$ cat src/rtl/timer_cmp_pkg.sv
`default_nettype none
// ============================================================================
//  Module      : timer_cmp_pkg
//  Description : Shared state encoding, mode codes and threshold reset value
//                for the compare-match timer.
//  Revision    : 1.0 - initial release
// ============================================================================
package timer_cmp_pkg;

    // Run state machine encoding
    typedef logic [1:0] state_t;
    localparam state_t ST_IDLE = 2'd0;
    localparam state_t ST_RUN  = 2'd1;
    localparam state_t ST_DONE = 2'd2;

    // Counting modes, latched on start
    localparam logic MODE_PERIODIC = 1'b0;
    localparam logic MODE_ONESHOT  = 1'b1;

    // Thresholds come out of reset at all-ones; sliced to DATA_WIDTH by users
    localparam int                     THR_MAX_WIDTH   = 64;
    localparam logic [THR_MAX_WIDTH-1:0] THR_RESET_VALUE = '1;

endpackage : timer_cmp_pkg
`default_nettype wire

$ cat src/rtl/cmp_threshold_bank.sv
`default_nettype none
// ============================================================================
//  Module      : cmp_threshold_bank
//  Description : NUM_CH x DATA_WIDTH threshold register file with one write
//                port, a read mux on the registered channel select and an
//                equality flag against the running count.
//  Revision    : 1.0 - initial release
// ============================================================================
module cmp_threshold_bank
    import timer_cmp_pkg::*;
#(
    parameter  int DATA_WIDTH = 32,
    parameter  int NUM_CH     = 4,
    localparam int SEL_W      = $clog2(NUM_CH)
) (
    input  logic                  i_clock,
    input  logic                  i_reset,
    input  logic                  i_wr_en,
    input  logic [SEL_W-1:0]      i_wr_ch,
    input  logic [DATA_WIDTH-1:0] i_wr_data,
    input  logic [SEL_W-1:0]      i_sel,
    input  logic [DATA_WIDTH-1:0] i_count,
    output logic                  o_equal
);

    logic [DATA_WIDTH-1:0] r_thr [NUM_CH];
    logic [DATA_WIDTH-1:0] w_thr;

    // Out-of-range write indices (non power-of-two NUM_CH) are dropped
    always_ff @(posedge i_clock) begin
        if (i_reset) begin
            for (int i = 0; i < NUM_CH; i++) begin
                r_thr[i] <= THR_RESET_VALUE[DATA_WIDTH-1:0];
            end
        end else if (i_wr_en) begin
            for (int i = 0; i < NUM_CH; i++) begin
                if (i_wr_ch == SEL_W'(i)) begin
                    r_thr[i] <= i_wr_data;
                end
            end
        end
    end

    always_comb begin
        w_thr = r_thr[0];
        for (int i = 1; i < NUM_CH; i++) begin
            if (i_sel == SEL_W'(i)) begin
                w_thr = r_thr[i];
            end
        end
    end

    // Compares against pre-edge contents, so a same-cycle write loses to a match
    assign o_equal = (i_count == w_thr);

endmodule : cmp_threshold_bank
`default_nettype wire

$ cat src/rtl/timer_compare.sv
`default_nettype none
// ============================================================================
//  Module      : timer_compare
//  Description : Compare-match timer with periodic/one-shot modes, start/stop
//                control and channel-selected thresholds. Define
//                TIMER_PRESCALE_EN to divide the count tick by PRESC_DIV.
//  Revision    : 1.0 - initial release
// ============================================================================
module timer_compare
    import timer_cmp_pkg::*;
#(
    parameter  int DATA_WIDTH = 32,
    parameter  int NUM_CH     = 4,
    parameter  int PRESC_DIV  = 4,
    localparam int SEL_W      = $clog2(NUM_CH)
) (
    input  logic                  i_clock,
    input  logic                  i_reset,
    input  logic                  i_enable,
    input  logic                  i_start,
    input  logic                  i_stop,
    input  logic                  i_mode,
    input  logic [SEL_W-1:0]      i_sel,
    input  logic                  i_wr_en,
    input  logic [SEL_W-1:0]      i_wr_ch,
    input  logic [DATA_WIDTH-1:0] i_wr_data,
    output logic [DATA_WIDTH-1:0] o_count,
    output logic                  o_valid,
    output logic                  o_comp_reset,
    output logic [SEL_W-1:0]      o_match_ch,
    output logic                  o_busy
);

    state_t                r_state;
    logic [DATA_WIDTH-1:0] r_count;
    logic [SEL_W-1:0]      r_sel;
    logic                  r_mode;
    logic [SEL_W-1:0]      r_match_ch;
    logic                  r_valid;
    logic                  r_comp_reset;
    logic                  r_busy;

    state_t                w_state_nxt;
    logic [DATA_WIDTH-1:0] w_count_nxt;
    logic [SEL_W-1:0]      w_sel_nxt;
    logic                  w_mode_nxt;
    logic [SEL_W-1:0]      w_match_ch_nxt;
    logic                  w_pulse_nxt;
    logic                  w_tick;
    logic                  w_equal;
    logic                  w_match;

`ifdef TIMER_PRESCALE_EN
    localparam int PRESC_W = (PRESC_DIV > 1) ? $clog2(PRESC_DIV) : 1;

    generate
        if (PRESC_DIV > 1) begin : g_presc
            logic [PRESC_W-1:0] r_presc;
            logic               w_presc_wrap;

            assign w_presc_wrap = (r_presc == PRESC_W'(PRESC_DIV - 1));

            // Restarting realigns the tick phase to the start pulse
            always_ff @(posedge i_clock) begin
                if (i_reset || i_start) begin
                    r_presc <= '0;
                end else if (i_enable) begin
                    r_presc <= w_presc_wrap ? '0 : r_presc + 1'b1;
                end
            end

            assign w_tick = i_enable && w_presc_wrap;
        end else begin : g_no_presc
            assign w_tick = i_enable;
        end
    endgenerate
`else
    localparam logic C_PRESC_OK = (PRESC_DIV >= 1);

    assign w_tick = i_enable & C_PRESC_OK;
`endif

    cmp_threshold_bank #(
        .DATA_WIDTH (DATA_WIDTH),
        .NUM_CH     (NUM_CH)
    ) u_thr_bank (
        .i_clock   (i_clock),
        .i_reset   (i_reset),
        .i_wr_en   (i_wr_en),
        .i_wr_ch   (i_wr_ch),
        .i_wr_data (i_wr_data),
        .i_sel     (r_sel),
        .i_count   (r_count),
        .o_equal   (w_equal)
    );

    assign w_match = (r_state == ST_RUN) && w_tick && w_equal;

    // Priority: stop, then start/restart, then match, then plain count
    always_comb begin
        w_state_nxt    = r_state;
        w_count_nxt    = r_count;
        w_sel_nxt      = r_sel;
        w_mode_nxt     = r_mode;
        w_match_ch_nxt = r_match_ch;
        w_pulse_nxt    = 1'b0;

        if (i_stop) begin
            w_state_nxt = ST_IDLE;
        end else if (i_start) begin
            w_state_nxt = ST_RUN;
            w_count_nxt = '0;
            w_sel_nxt   = i_sel;
            w_mode_nxt  = i_mode;
        end else if (w_match) begin
            w_count_nxt    = '0;
            w_pulse_nxt    = 1'b1;
            w_match_ch_nxt = r_sel;
            w_sel_nxt      = i_sel;
            if (r_mode == MODE_ONESHOT) begin
                w_state_nxt = ST_DONE;
            end
        end else if ((r_state == ST_RUN) && w_tick) begin
            w_count_nxt = r_count + 1'b1;
        end
    end

    always_ff @(posedge i_clock) begin
        if (i_reset) begin
            r_state      <= ST_IDLE;
            r_count      <= '0;
            r_sel        <= '0;
            r_mode       <= MODE_PERIODIC;
            r_match_ch   <= '0;
            r_valid      <= 1'b0;
            r_comp_reset <= 1'b0;
            r_busy       <= 1'b0;
        end else begin
            r_state      <= w_state_nxt;
            r_count      <= w_count_nxt;
            r_sel        <= w_sel_nxt;
            r_mode       <= w_mode_nxt;
            r_match_ch   <= w_match_ch_nxt;
            r_valid      <= w_pulse_nxt;
            r_comp_reset <= w_pulse_nxt;
            r_busy       <= (w_state_nxt == ST_RUN);
        end
    end

    assign o_count      = r_count;
    assign o_valid      = r_valid;
    assign o_comp_reset = r_comp_reset;
    assign o_match_ch   = r_match_ch;
    assign o_busy       = r_busy;

endmodule : timer_compare
`default_nettype wire

$ cat config.mk
export PLATFORM = sky130hd
export DESIGN_NAME = timer_compare
export DESIGN_NICKNAME = d
export VERILOG_FILES = /design/src/rtl/timer_cmp_pkg.sv /design/src/rtl/cmp_threshold_bank.sv /design/src/rtl/timer_compare.sv
export SDC_FILE = /design/constraint.sdc
export NUM_CORES = 1
export LEC_CHECK = 0
export ABC_AREA = 1
export CAP_MARGIN = 20
export CORE_MARGIN = 5
export CORE_UTILIZATION = 55
export CTS_BUF_LIST = sky130_fd_sc_hd__clkbuf_8
export CTS_CLUSTER_SIZE = 25
export DETAILED_ROUTE_END_ITERATION = 6
export PLACE_DENSITY = 0.82
export SYNTH_ARGS = -nofsm -noshare
export SYNTH_HDL_FRONTEND = slang
export SYNTH_SLANG_ARGS = --single-unit
$ cat constraint.sdc
create_clock -name i_clock -period 3.2 [get_ports i_clock]
set_input_delay 0.48 -clock i_clock [delete_from_list [all_inputs] [get_ports i_clock]]
set_output_delay 0.48 -clock i_clock [all_outputs]
set_load 0.02 [all_outputs]
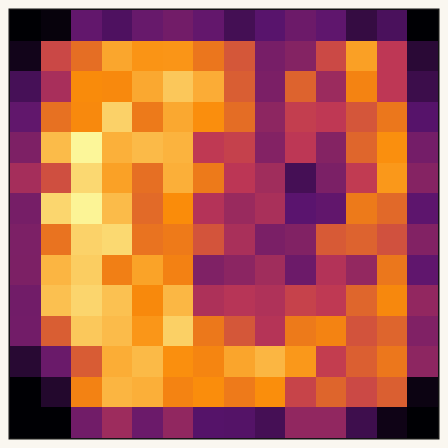
run_1/cell_density.png
14 x 14 tiles, from black (low) to pale yellow (high), 0 to 100% covered.
The fullest tile reaches 98%. 3.6% of the tiles are nearly empty. 24% of the tiles are over 75% full. The mean over all tiles is 53%. The densest ninth of the die: middle left.

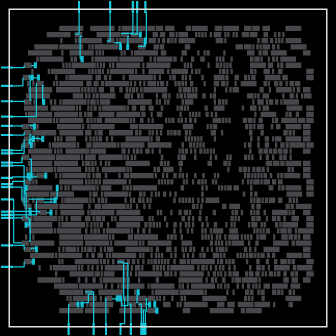
run_1/io_fan.png
Cyan stands for i_wr_data, bits 32, direction input, edge 19 left, 8 bottom, 5 top, end cells 32, buffers 32, wire 598 µm.

==> summary.txt, run 1 <==
Notes on the physical design

The clock buffer count is 17. The start of the worst register-to-register path is r_sel[0]. The count of final setup violators is 0. The area added between synthesis and finish is 15.2%. Adding up every negative setup slack in the final design gives 0 ns. The global-route met2 utilization is 46.2%.

The detailed-route DRC error count is 0. The post-cts hold buffer count is 0. The flow reports that sequential cells draw 54.4% of the design power.

The detailed router used layers up to and including met4. The flow ran to the end, and the final reports show no timing, DRC or antenna violations. The global-route wire length before repair is 43.1 mm.

The buffer share of cell area is 9.20%. Entering global routing, the biggest net connects 34 pins. The largest cell class by area is registers. Per the synth log, the flip-flop and latch total comes to 169.

The largest register by flop count is u_thr_bank.r_thr. The overall power is 4.68 mW. The max-capacitance violation count is 0. The die outline height is 140 µm. The net count reported at finish is 1,328.

The floorplan report lists the tap cell count as 220. After layout, the worst path uses 92.1% of the clock period. For this run, the number of Yosys warnings is 0. The count of pins over their slew limit is 0.

Per the final timing report, the hold violations number 0. The initial antenna violation count came to 0.
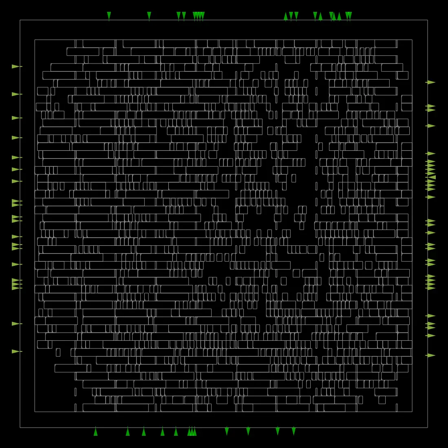
run_1/placement.png
fin util: 64.6%
number of non-filler instances in the completed layout: 1,517
num rows: 47
share of the final layout cell area in sequential cells: 43.5%

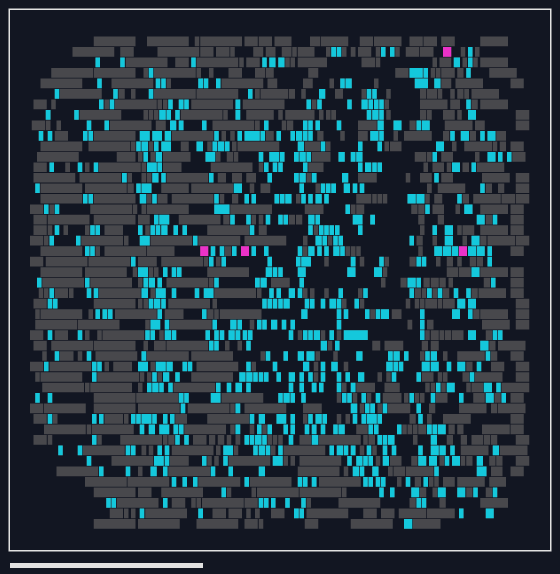
run_1/logic_types.png
The bar under the picture is 50 µm long.
Cyan stands for NAND gates, cells 612. Magenta stands for AND and OR gates, cells 4.

[run 1: synthesized netlist by cell type, types with 3 or more instances]
| master | count | area (µm²) |
|---|---|---|
| sky130_fd_sc_hd__buf_1 | 3 | 11.3 |
| sky130_fd_sc_hd__nand2_1 | 446 | 1670 |
| sky130_fd_sc_hd__nand3_1 | 86 | 430 |
| sky130_fd_sc_hd__nor2_2 | 4 | 25.0 |
| sky130_fd_sc_hd__nor4_1 | 7 | 43.8 |
| sky130_fd_sc_hd__nand3b_1 | 26 | 195 |
| sky130_fd_sc_hd__inv_1 | 141 | 529 |
| sky130_fd_sc_hd__buf_6 | 6 | 67.6 |
| sky130_fd_sc_hd__a21oi_1 | 37 | 185 |
| sky130_fd_sc_hd__buf_2 | 6 | 30.0 |
| sky130_fd_sc_hd__o21ai_0 | 19 | 95.1 |
| sky130_fd_sc_hd__edfxtp_1 | 128 | 3840 |
| sky130_fd_sc_hd__nand4_1 | 47 | 294 |
| sky130_fd_sc_hd__dfxtp_1 | 41 | 821 |
| sky130_fd_sc_hd__buf_4 | 7 | 52.6 |
| sky130_fd_sc_hd__xor2_1 | 23 | 201 |
| sky130_fd_sc_hd__nor3_1 | 17 | 85.1 |
| sky130_fd_sc_hd__nor2_1 | 122 | 458 |
| sky130_fd_sc_hd__clkbuf_1 | 27 | 101 |
[run 1: cell families (layout without fill, tap and decap cells)]
group,count (synthesis),in the layout,synth area share (%)
xor+xnor,23,23,2.16
compound gates,60,60,3.32
fa+ha+maj,1,1,0.134
buf+inv,195,278,8.77
flops,169,169,50.1
simple gates,766,766,35.5
[run 1: critical path: cells and delay by family, from the launching register on]
family,cells,cell delay [ns]
flops,1,0.63
compound gates,1,0.08
simple gates,11,1.75
buf+inv,2,0.34
--- run 2 (diff from run 1) ---
--- a/config.mk
+++ b/config.mk
@@ -13,6 +13,7 @@
 export CTS_CLUSTER_SIZE = 25
 export DETAILED_ROUTE_END_ITERATION = 6
 export PLACE_DENSITY = 0.82
+export RECOVER_POWER = 50
 export SYNTH_ARGS = -nofsm -noshare
 export SYNTH_HDL_FRONTEND = slang
 export SYNTH_SLANG_ARGS = --single-unit
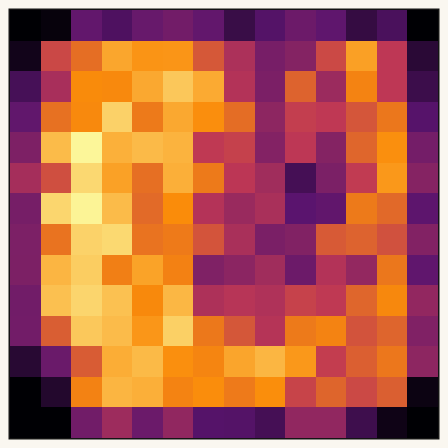
run_2/cell_density.png
14 x 14 tiles, from black (low) to pale yellow (high), 0 to 100% covered.
24% of the tiles are over 75% full. The fullest tile reaches 98%. 3.6% of the tiles are nearly empty.

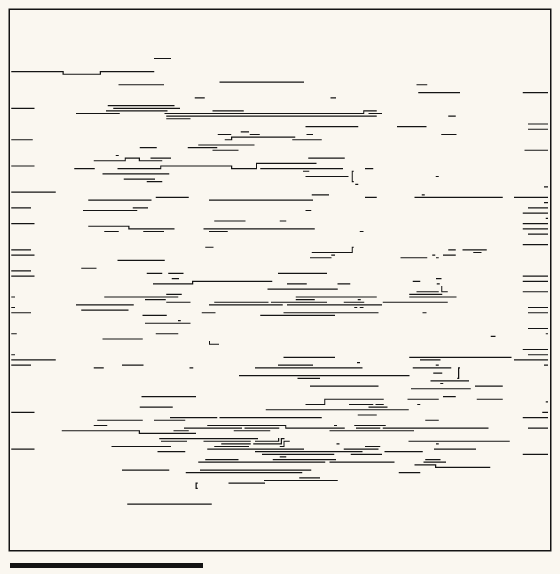
run_2/layer_met3.png
The bar under the picture is 50 µm long.
The longest straight run is 54.3 µm. 185 nets have wire on it. The wires run mostly horizontal.

==> run 2 against run 1 <==
The run now ends with capacitance limit, slew limit left. Routed wire length down 0.49%. Critical endpoint unchanged. Hold slack worse by 0.0047 ns. Global-route usage unchanged. First-iteration DRC count up 5.4%. Synthesized cell count unchanged. Synthesized area unchanged. Clock skew about the same.
==> summary.txt, run 2 <==
Notes on the physical design

The area added between synthesis and finish is 14.7%. The adder and majority cell fraction of the synthesized area is 0.134%. The detailed-route DRC error count is 0. The count of state elements after synthesis is 169. Yosys attributes the largest share of cell area to sky130_fd_sc_hd__edfxtp_1 (41%), sky130_fd_sc_hd__nand2_1 (18%), sky130_fd_sc_hd__dfxtp_1 (8.8%), sky130_fd_sc_hd__inv_1 (5.7%), sky130_fd_sc_hd__nor2_1 (4.9%). The run finished, with violations left. The global route stage reports its total congestion overflow as 0. After synthesis, the most frequently instantiated cells are sky130_fd_sc_hd__nand2_1 (446), sky130_fd_sc_hd__inv_1 (141), sky130_fd_sc_hd__edfxtp_1 (128). In the final design database the tool counted 1,328 nets. The number of buffers and inverters on the critical path is 2. Among all stages on the critical path, the maximum delay recorded is 0.63 ns.

The initial antenna violation count is 0. The overall power is 4.67 mW. Setup total negative slack on the finished layout was measured at 0 ns. The area fraction of the largest cell type after synthesis is 41.3%. Counting flops per register, the top entry is u_thr_bank.r_thr.

Per the synthesis report, the AND-OR/OR-AND share of the synthesized area is 3.32%. The count of final setup violators is 0. The final reports fail on capacitance limit, slew limit. The first global-routing pass estimated 43.1 mm of wire. The number of rows created at floorplan is 47. Once layout is complete, the utilization of the core stands at 64.4%. Yosys reports the multiplexer fraction of the synthesized area as 0%. The cell taking the most area after synthesis is sky130_fd_sc_hd__edfxtp_1. The count of pins over their slew limit is 132. The die outline height is 140 µm. Broken down by cell family, the worst path's largest delay share belongs to simple AND/OR/NAND/NOR gates. The share of the synthesized netlist area taken by xor and xnor gates is 2.16%. sky130_fd_sc_hd__nand2_1 is the most common cell in the netlist. The number of hold-slack violations in the final timing report is 0. Of the total synthesized cell area, the portion taken by AND, OR, NAND and NOR gates is 35.5%. The number of warnings printed during yosys synthesis is 0.

The start of the worst register-to-register path is r_sel[0]. Per the run summary, max-cap violations total 4. The share of the clock period used by the worst path is 91.7%. For this design, the CTS-stage hold fixing added 0 buffers. The largest combinational cell category by area is simple AND/OR/NAND/NOR gates. The synthesized netlist handed to floorplanning was reported with a cell count of 1,214.

For the worst-skew pair, the clock arrives at the later sink with an insertion delay of 0.48 ns.
## run 2: cell counts after synthesis
No cell type changed its count.
## run 2: worst min-delay path, cell delays in order, from the launching register on
cell	delay (ns)
sky130_fd_sc_hd__dfxtp_1	0.34
sky130_fd_sc_hd__o21ai_0	0.07
sky130_fd_sc_hd__a21oi_1	0.06
## run 2: cell families after synthesis
logic type | count (synthesis)
buffers and inverters | 195
DFF | 169
adders and majority gates | 1
xor gates and xnor gates | 23
and+or+nand+nor | 766
AOI/OAI and AO/OA | 60
## run 2: final timing paths
check	depth (start not counted)	endpoint	slack [ns]
max	14	o_count[0]	0.27
min	2	r_mode	0.51
max reg2reg	14	o_count[0]	0.27
min reg2reg	2	r_mode	0.51
## run 2: metal layers
metal	part of all wire (%)	GRT usage (%)	routed length [µm]	up-vias
met4	2.7	9.48	747	0
met3	8.6	4.53	2400	57
met2	47	46.2	13100	438
met1	41	38.3	11500	3864
li1	-	-	-	4057
met5	0	0	0	-
## run 2: where the power goes
part	switching (mW)	internal (mW)
sequential	0.0566	2.49
combinational	0.457	0.213
clock	0.884	0.569
## run 2: area by class of cell
type                       count  area, µm²  area share (%)
clock buffer                  17        234            2.19
multi-input combinational    850       3850            36.1
timing repair buffer         100        963            9.02
sequential                   169       4660            43.7
inverter                     146        553            5.18
tap                          220        275            2.58
clock inverter                15        134            1.25
## run 2: through the flow
step	instance area, µm²	cells
floorplan	9320	1214
global placement	10300	1485
detailed placement	10300	1485
CTS	10700	1517
global route	10700	1517
finish	10700	1517
Power figures rest on the tool's default switching activity, not on a simulated workload.
